Run 1, power grid:
Pins as bars on the die edge.
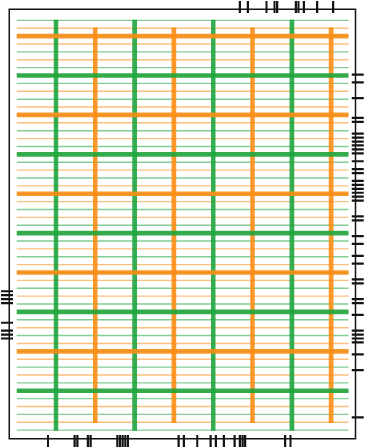
Run 1, gate families picked out:
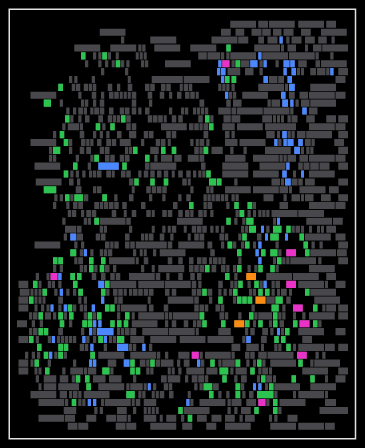
Run 1, close-up of the layout:
Window x 5 to 55, y 86 to 136 um. Cells in gray, sequential cells in the stronger gray; small squares are vias.
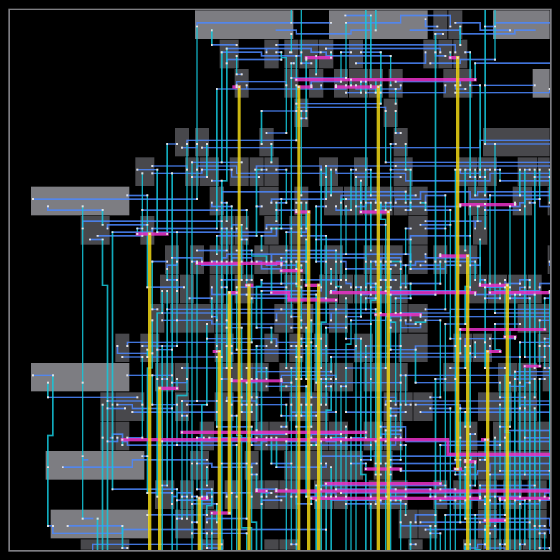
Run 1, clock routing:
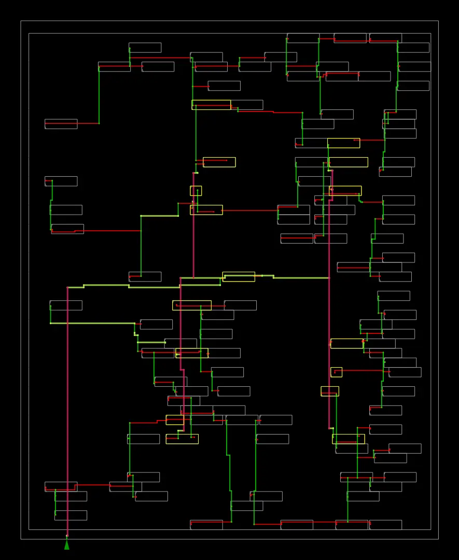
Design bitstream_bit_reader, sky130hd; sources not shown.
==> Changelog: implementation, run 1 <==
### Physical design

* DRT Pass-1 Iters at 5
* Tool warnings at 27
* Final WL at 23,280 um
* Global route hottest layer: met2
* Number of port buffers at 77
* Net Sw Frac at 52.45%
* CP Depth at 25
* Mapped Avg Cell Area at 6.725 um2
* Worst-path clk slew at 0.07 ns
* Clock skew at 0.01215 ns
* Number of enable flip-flop cells at 0
* Slowest CP cell: ha_1
* WL per Instance at 16.44 um
* Final Power at 3752 uW
* Count leader, synth: nand2_1
* Design internal power at 1784 uW
* Req. time, crit path at 7.87 ns
* Fmax at 151.2 MHz
* Post-synthesis instance area at 7438 um2
* Yosys synthesis chip area at 7438 um2
* Met1 wire length at 9495 um
* Unrepaired setup endpoints after global routing: no
* Tot GR Track Use at 27.03%
* Post-synthesis xor/xnor area fraction at 4.003%
* Clk tree area frac at 4.063%
* WP buf/inv at 7
* Cell area leaders: dfrtp_1 33%, nand2_1 17%, nand3_1 13%
* Die area at 17,580 um2
* Status: completed
* Crit path max-delay family: simple AND/OR/NAND/NOR gates
* Number of logic gates at 853
* Critical setup path kind: in2reg
* N_taps at 216
* DRC errors left at 0
* Layout filler cell count at 1,631
* Syn Inst Count at 1,106
* Dominant flop cell: dfrtp_1
* Routing usage on met2 at 47.93%
* Fin. Hold Viols at 0
* Net Count, Synth at 1,147
* CTS tree: yes
* Biggest consumer: combinational cells
* Vias in the first global route at 7,604
* PD cells at 423.1 nW/um2
* Hold_buf cts at 0
* Initial antenna violation count at 0
* Worst EP arrival at 6.88 ns
* Register-to-Register Path Depth at 24
Back to the opening pictures, 'power grid':
color	net
orange	VDD
green	VSS
rows	52
signal pins	78
met4 straps	8
met1 rails	53
Die Y: 147.7 um
Max IR drop VDD: 0.2751 mV
die width: 119.0 um
Core Box Area: 16,200 um2

Back to the opening pictures, 'gate families picked out':
color	family	cells
green	aoi and oai cells	166
orange	mux cells	3
magenta	non-inverting ao/oa cells	9
blue	nor cells	72
combinational share of cell area: 48.67%
Commonest Layout Cell: nand2_1
final cell count without fillers: 1,416

Back to the opening pictures, 'close-up of the layout':
color	layer
yellow	metal 4
magenta	metal 3
blue	metal 1
cyan	metal 2
sequential cells in the window	7
cells with their middle in the window	177
most frequent	nand2_1 (72), nand3_1 (57), o21ai_1 (13)

Back to the opening pictures, 'clock routing':
clock buffer count from CTS: 9
# clk buffers: 11

==> run 1 -> run 2 <==
Settings changed: CORE_MARGIN 2 to 4, CTS_CLUSTER_SIZE from default to 24, SLEW_MARGIN 20 to default.
Run 2, register map, names as in the netlist:
Other sequential cells in the stronger gray, the rest of the logic in the fainter gray.
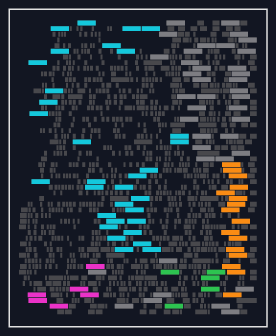
color	name in the netlist	placed flops
cyan	u_buf.bits_q	32
orange	out_data	16
magenta	u_buf.level	6
green	lat_len_q	5
not colored	39
final core area utilization: 54.43%
register share of the cell area: 27.81%
Sequential Area: 2452 um2
Seq. pwr: 788 uW

==> Changelog: implementation, run 2 <==
### Physical design

* # clk buffers at 11
* CTS tree: yes
* Syn Inst Count at 1,106
* Post-synthesis xor/xnor area fraction at 4.003%
* CP Depth at 22
* Fmax at 152.8 MHz
* DRC errors left at 0
* Slowest CP cell: clkdlybuf4s50_1
* Clk tree area frac at 3.548%
* Crit path max-delay family: simple AND/OR/NAND/NOR gates
* Clock buffer count from CTS at 9
* Max IR drop VDD at 0.2940 mV
* Mapped Avg Cell Area at 6.725 um2
* Cell area leaders: dfrtp_1 33%, nand2_1 17%, nand3_1 13%
* WP buf/inv at 5
* Net Sw Frac at 53.60%
* Commonest Layout Cell: nand2_1
* Status: completed
* Worst EP arrival at 6.82 ns
* PD cells at 419.5 nW/um2
* Req. time, crit path at 7.87 ns
* Number of port buffers at 77
* Clock skew at 0.01730 ns
* Fin. Hold Viols at 0
* Biggest consumer: combinational cells
* Unrepaired setup endpoints after global routing: no
* Layout filler cell count at 1,644
* Met1 wire length at 9716 um
* Initial antenna violation count at 0
* Final cell count without fillers at 1,416
* Combinational share of cell area at 48.96%
* Global route hottest layer: met2
* Post-synthesis instance area at 7438 um2
* Count leader, synth: nand2_1
* Core Box Area at 16,200 um2
Power and IR drop assume default switching activity.
